==> images/layer_met2.png <==
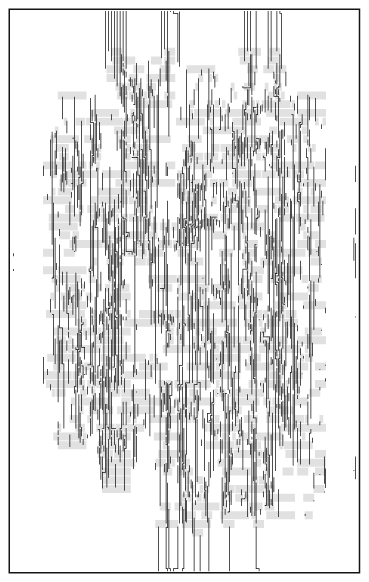
==> images/logic_types.png <==
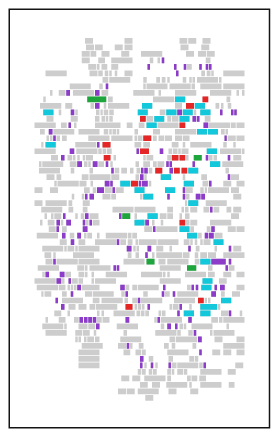
==> images/flops_by_reg.png <==
Other sequential cells in the stronger grey, the rest of the logic in the fainter grey.
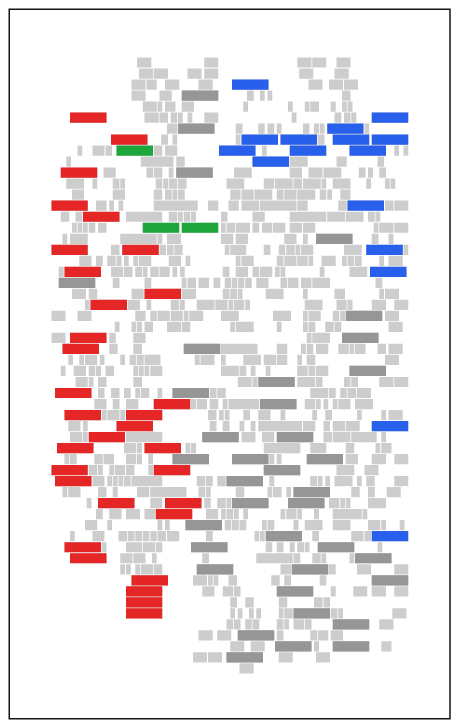
==> images/congestion.png <==
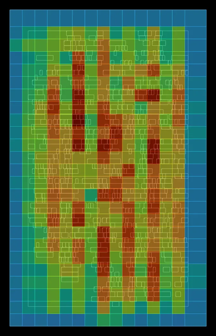
==> images/layer_met3.png <==
Bar = 20 um.
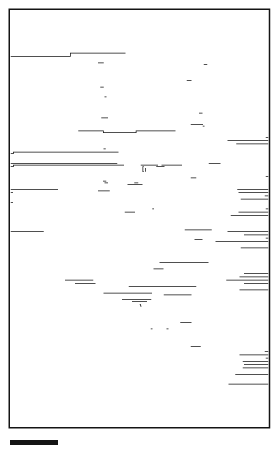
===== src/rtl/experiment_shot_sequencer.sv =====
// rtl/experiment_shot_sequencer.sv - host-side shot sequencer driving the experiment-phase FSM
//
// Runs a programmed number of shots back to back against the phase FSM. For each shot it
// holds exp_start high until the FSM reports ST_FINISHED. It then releases exp_start, waits
// for the FSM to return to ST_IDLE, and observes a cooldown. A per-phase watchdog (and host
// abort) recovers a hung FSM by pulsing exp_reset.
//
// Ports:
//   clock, reset_signal   clock and asynchronous active-low reset
//   arm, abort            1-cycle host pulses: start a run / stop the run
//   num_shots[15:0]       shots per run, latched on the accepted arm
//   exp_state[7:0]        scenario_state from the phase FSM
//   exp_start, exp_reset  start level and recovery reset pulse to the phase FSM
//   busy, done, error     status: not idle / end-of-run pulse / sticky timeout flag
//   shots_done, timeouts  per-run counters (saturating)
//   seq_state[2:0]        current sequencer state code
module experiment_shot_sequencer #(
    parameter int         SHOT_TIMEOUT    = 50_000_000,
    parameter int         COOLDOWN        = 20_000_000,
    parameter int         RESET_PULSE_LEN = 4,
    parameter logic [7:0] ST_IDLE         = 8'd0,
    parameter logic [7:0] ST_FINISHED     = 8'd10,
    parameter bit         STOP_ON_TIMEOUT = 1'b1
) (
    input  logic        clock,
    input  logic        reset_signal,
    input  logic        arm,
    input  logic        abort,
    input  logic [15:0] num_shots,
    input  logic [7:0]  exp_state,
    output logic        exp_start,
    output logic        exp_reset,
    output logic        busy,
    output logic        done,
    output logic        error,
    output logic [15:0] shots_done,
    output logic [15:0] timeouts,
    output logic [2:0]  seq_state
);

    localparam logic [2:0] S_IDLE     = 3'd0;
    localparam logic [2:0] S_START    = 3'd1;
    localparam logic [2:0] S_RUN      = 3'd2;
    localparam logic [2:0] S_RELEASE  = 3'd3;
    localparam logic [2:0] S_COOLDOWN = 3'd4;
    localparam logic [2:0] S_RECOVER  = 3'd5;
    localparam logic [2:0] S_DONE     = 3'd6;

    localparam logic [31:0] WD_LAST      = 32'(SHOT_TIMEOUT - 1);
    localparam logic [31:0] CD_LAST      = 32'(COOLDOWN - 1);
    localparam logic [31:0] PULSE_LEN    = 32'(RESET_PULSE_LEN);
    // Recovery gives up waiting for ST_IDLE one full watchdog period after the pulse ends.
    localparam logic [31:0] RECOVER_LAST = 32'(RESET_PULSE_LEN + SHOT_TIMEOUT - 1);

    logic [2:0]  state;
    logic [2:0]  next_state;
    logic [31:0] tmr;
    logic [15:0] shot_count;
    logic        abort_trig;

    logic        accept_arm;
    logic        inc_shot;
    logic        inc_timeout;
    logic        take_abort;
    logic        in_shot;
    logic [16:0] settled;

    assign seq_state = state;
    assign in_shot   = (state == S_START) || (state == S_RUN) || (state == S_RELEASE);
    // Shots that are finished either way; a timed-out shot still consumes one of the count.
    assign settled   = {1'b0, shots_done} + {1'b0, timeouts};

    always_comb begin
        next_state  = state;
        accept_arm  = 1'b0;
        inc_shot    = 1'b0;
        inc_timeout = 1'b0;
        take_abort  = 1'b0;
        case (state)
            S_IDLE: begin
                if (arm) begin
                    accept_arm = 1'b1;
                    next_state = (num_shots == 16'd0) ? S_DONE : S_START;
                end
            end
            S_START: begin
                if (exp_state != ST_IDLE) next_state = S_RUN;
            end
            S_RUN: begin
                if (exp_state == ST_FINISHED) begin
                    inc_shot   = 1'b1;
                    next_state = S_RELEASE;
                end
            end
            S_RELEASE: begin
                if (exp_state == ST_IDLE)
                    next_state = (settled < {1'b0, shot_count}) ? S_COOLDOWN : S_DONE;
            end
            S_COOLDOWN: begin
                if (tmr == CD_LAST) next_state = S_START;
            end
            S_RECOVER: begin
                if (tmr >= PULSE_LEN) begin
                    if (exp_state == ST_IDLE) begin
                        if (abort_trig || STOP_ON_TIMEOUT || (settled >= {1'b0, shot_count}))
                            next_state = S_DONE;
                        else
                            next_state = S_COOLDOWN;
                    end else if (tmr == RECOVER_LAST) begin
                        next_state = S_DONE;
                    end
                end
            end
            S_DONE: next_state = S_IDLE;
            default: next_state = S_IDLE;
        endcase

        // Watchdog overrides any normal transition; a shot that times out is never counted.
        if (in_shot && (tmr == WD_LAST)) begin
            next_state  = S_RECOVER;
            inc_shot    = 1'b0;
            inc_timeout = 1'b1;
        end

        if (abort && (in_shot || (state == S_COOLDOWN))) begin
            next_state  = S_RECOVER;
            inc_shot    = 1'b0;
            inc_timeout = 1'b0;
            take_abort  = 1'b1;
        end
    end

    always_ff @(posedge clock or negedge reset_signal) begin
        if (!reset_signal) begin
            state      <= S_IDLE;
            tmr        <= 32'd0;
            shot_count <= 16'd0;
            abort_trig <= 1'b0;
            shots_done <= 16'd0;
            timeouts   <= 16'd0;
            error      <= 1'b0;
            exp_start  <= 1'b0;
            exp_reset  <= 1'b0;
            busy       <= 1'b0;
            done       <= 1'b0;
        end else begin
            state <= next_state;
            if ((next_state != state) || (state == S_IDLE))
                tmr <= 32'd0;
            else
                tmr <= tmr + 32'd1;

            if (accept_arm) begin
                shot_count <= num_shots;
                shots_done <= 16'd0;
                timeouts   <= 16'd0;
                error      <= 1'b0;
                abort_trig <= 1'b0;
            end
            if (inc_shot && (shots_done != 16'hFFFF))
                shots_done <= shots_done + 16'd1;
            if (inc_timeout) begin
                error <= 1'b1;
                if (timeouts != 16'hFFFF) timeouts <= timeouts + 16'd1;
            end
            if (take_abort)
                abort_trig <= 1'b1;

            // FSM-facing strobes follow the state one cycle later.
            exp_start <= (state == S_START) || (state == S_RUN);
            exp_reset <= (state == S_RECOVER) && (tmr < PULSE_LEN);
            done      <= (state == S_DONE);
            busy      <= (next_state != S_IDLE);
        end
    end

endmodule


===== config.mk =====
export PLATFORM = sky130hd
export DESIGN_NAME = experiment_shot_sequencer
export DESIGN_NICKNAME = d
export VERILOG_FILES = /design/src/rtl/experiment_shot_sequencer.sv
export SDC_FILE = /design/constraint.sdc
export NUM_CORES = 1
export LEC_CHECK = 0
export CORE_ASPECT_RATIO = 1.75
export CORE_MARGIN = 10
export CORE_UTILIZATION = 40
export CTS_BUF_LIST = sky130_fd_sc_hd__clkbuf_16
export DETAILED_ROUTE_END_ITERATION = 6
export PLACE_DENSITY_LB_ADDON = 0.12
export SYNTH_ARGS = -nofsm -noshare
export SYNTH_HDL_FRONTEND = slang
export SYNTH_SLANG_ARGS = --single-unit
export TNS_END_PERCENT = 30

===== constraint.sdc =====
create_clock -name clock -period 7.8 [get_ports clock]
set_clock_uncertainty 0.2 [all_clocks]
set_input_delay 0.78 -clock clock [delete_from_list [all_inputs] [get_ports clock]]
set_output_delay 0.78 -clock clock [all_outputs]
set_load 0.01 [all_outputs]

==> flow_metrics.py <==
# Auto-generated metrics
metrics = {
    "outcome": {
        "status": "completed",
    },
    "die": {
        "chip_area_mm2": 0.0190,
        "die_w_um": 108,
    },
    "final_timing": {
        "post-route-period-util_pct": 58.7,
        "finalSetupViolCount": 0,
        "fin_crit_ns": 4.58,
        "fmax_ghz": 0.218,
    },
    "synth": {
        "synth_top_area_share_pct": 40.2,
        "fp_nets": 693,
        "synth_area_leader_cell": "dfrtp_1",
        "ys.flops": 88,
        "syn_inst": 629,
        "ff_type": "dfrtp_1",
        "postSynthSeqShare_pct": 40.2,
        "yosysWarnings": 0,
        "netlist_area_mm2": 0.00548,
        "ys_area_mm2": 0.00548,
    },
    "clocking": {
        "cts_buffers": 9,
        "cts_tree": "done",
        "htreeDepth": 3,
        "clkSinkCount": 88,
        "cts_hold_buf": 0,
        "root_buffer": "clkbuf_16",
        "clock_latency_ns": 0.35,
        "clk_pin_slew_worst_paths_ns": 0.07,
    },
    "worst_hold_path": {
        "holdCritPathClass": "in2async",
    },
    "pwr": {
        "ir_drop_uv": 129,
    },
    "placed_design": {
        "gp_congestion": 0.834,
        "port_buffers": 67,
    },
    "cells_and_area": {
        "area_growth_pct": 21.2,
        "diodes": 0,
    },
    "run": {
        "tool_warnings": 28,
        "maxCapViolCount": 0,
    },
    "detailed_routing": {
        "drc": 0,
        "via_per_inst": 5.59,
        "drt-initial-drc-count": 181,
        "wl_per_cell_um": 17.3,
    },
    "setup_path": {
        "crit_type": "reg2reg",
        "critPathMaxFanout": 7,
        "r2r_end": "seq_state[1]$_DFF_PN0_",
        "required_ns": 7.82,
    },
    "global_route": {
        "grt_max_degree": 55,
        "first_global_vias": 4984,
        "gr-total-overflow": 0,
        "grtUsageMet1_pct": 16.3,
    },
}
Back to the opening pictures, layer_met2.png:
The longest straight run is 53.9 um. The layer holds 55% of the routed length.
grt met2 use: 30.5%
final WL: 15100 um
detailed-route via count: 4871

Back to the opening pictures, logic_types.png:
Green shows multiplexers, cells 5, where centre. Purple shows NAND gates, cells 129. Red shows AND-OR and OR-AND gates, cells 17. Cyan shows adder and majority cells, cells 36.
most used logic cell in the final layout: dfrtp_1
combinational share of cell area: 46.6%
final instance count without filler cells: 872

Back to the opening pictures, flops_by_reg.png:
Blue shows shot_count, flops 16, where upper right. Red shows tmr, flops 32. Green shows seq_state, flops 3.
sequential power: 0.000495 W
Reg area: 0.00220 mm2
flop share of the area: 33.2%

Back to the opening pictures, congestion.png:
Final Core Density: 49.4%
GRT Resource Usage Total: 16.2%
met3 Usage GRT: 3.65%

Back to the opening pictures, layer_met3.png:
62 nets have wire on it. The layer holds 5.1% of the routed length. The layer carries 763 um of wire.

worst max-delay path: cells and delay by family, from the launching register on:
kind	cells	cell delay [ns]
AND-OR/OR-AND	8	1.79
adder cells (fa/ha/maj)	3	0.86
buffers and inverters	1	0.05
flip-flops	1	0.47
AND/OR/NAND/NOR	6	1.08
registers in the layout, indices dropped and copies added (netlist names):
register and cells:
exp_start 1, shots_done 16, timeouts 16, busy 1
error 1, done 1, shot_count 16, seq_state 3
tmr 32, exp_reset 1
how the worst min path moves through the flow:
stage                                           end  slack (ns)
final                     shots_done[3]$_DFFE_PN0P_        0.17
after global routing      shots_done[3]$_DFFE_PN0P_        0.21
after CTS                 shots_done[3]$_DFFE_PN0P_        0.19
after detailed placement           tmr[0]$_DFF_PN0_        0.28
after global placement             tmr[0]$_DFF_PN0_        0.28
after floorplan           shot_count[0]$_DFFE_PN0P_        0.25
cell families after synthesis:
family	after synthesis	synth area share (%)
simple gates	284	25.7
compound gates	118	13.5
flops	88	40.2
xor+xnor	49	7.83
buf+inv	49	3.56
fa+ha+maj	36	8.36
mux	5	0.937
synth_stat cells, drive strengths merged, types with 10 or more instances:
cell type / n
o21ai: 55
inv: 33
dfrtp: 88
nor3: 10
nand4: 13
a21oi: 18
ha: 35
nand3: 33
nand2: 75
xor2: 24
nor4: 10
nor2: 83
xnor2: 25
and3: 15
clkbuf: 11
layer usage:
layer / vias to the layer above / share of wire [%]
met5: - / 0
met4: 0 / 2.8
met3: 26 / 5.1
met2: 97 / 55
met1: 2408 / 37
li1: 2340 / -
report_power, final:
group          internal (W)  switching (W)
clock network      0.000281       0.000188
logic             0.0000317      0.0000307
registers          0.000474      0.0000213
total              0.000787       0.000240
cells in the final DEF (no fill, tap or decap), types with 5 or more instances in the layout:
cell	netlist	routed
dfrtp_1	88	88
inv_1	33	34
or4_1	7	7
nand3_1	32	32
ha_1	35	35
a21o_1	5	5
clkbuf_16	0	9
nand2_1	75	75
nor2_1	83	83
a21oi_1	18	18
o21ai_0	52	52
nor2b_1	6	6
and3_1	15	15
nor4_1	9	9
nand4_1	13	13
xnor2_1	25	25
o31ai_1	9	9
xor2_1	24	24
nand2b_1	6	6
clkdlybuf4s50_1	0	66
nor3_1	10	10
and2_1	5	5
metrics by stage:
stage	total power, W	hold slack, ns	util [%]
final	0.00103	0.175	49.4
after global placement	0.000564	0.275	47.0
after detailed placement	0.000567	0.282	47.0
after CTS	0.00104	0.195	49.4
after global routing	0.00107	0.206	49.4
after floorplan	0.000526	0.247	-
layout make-up:
type                       count  share of cell area (%)
clock buffer                   9                    3.39
timing repair buffer          69                    10.3
inverter                      33                    1.87
clock inverter                 7                    1.45
sequential                    88                    33.2
tap                          174                    3.28
multi-input combinational    492                    46.6
Power and IR drop assume default switching activity.
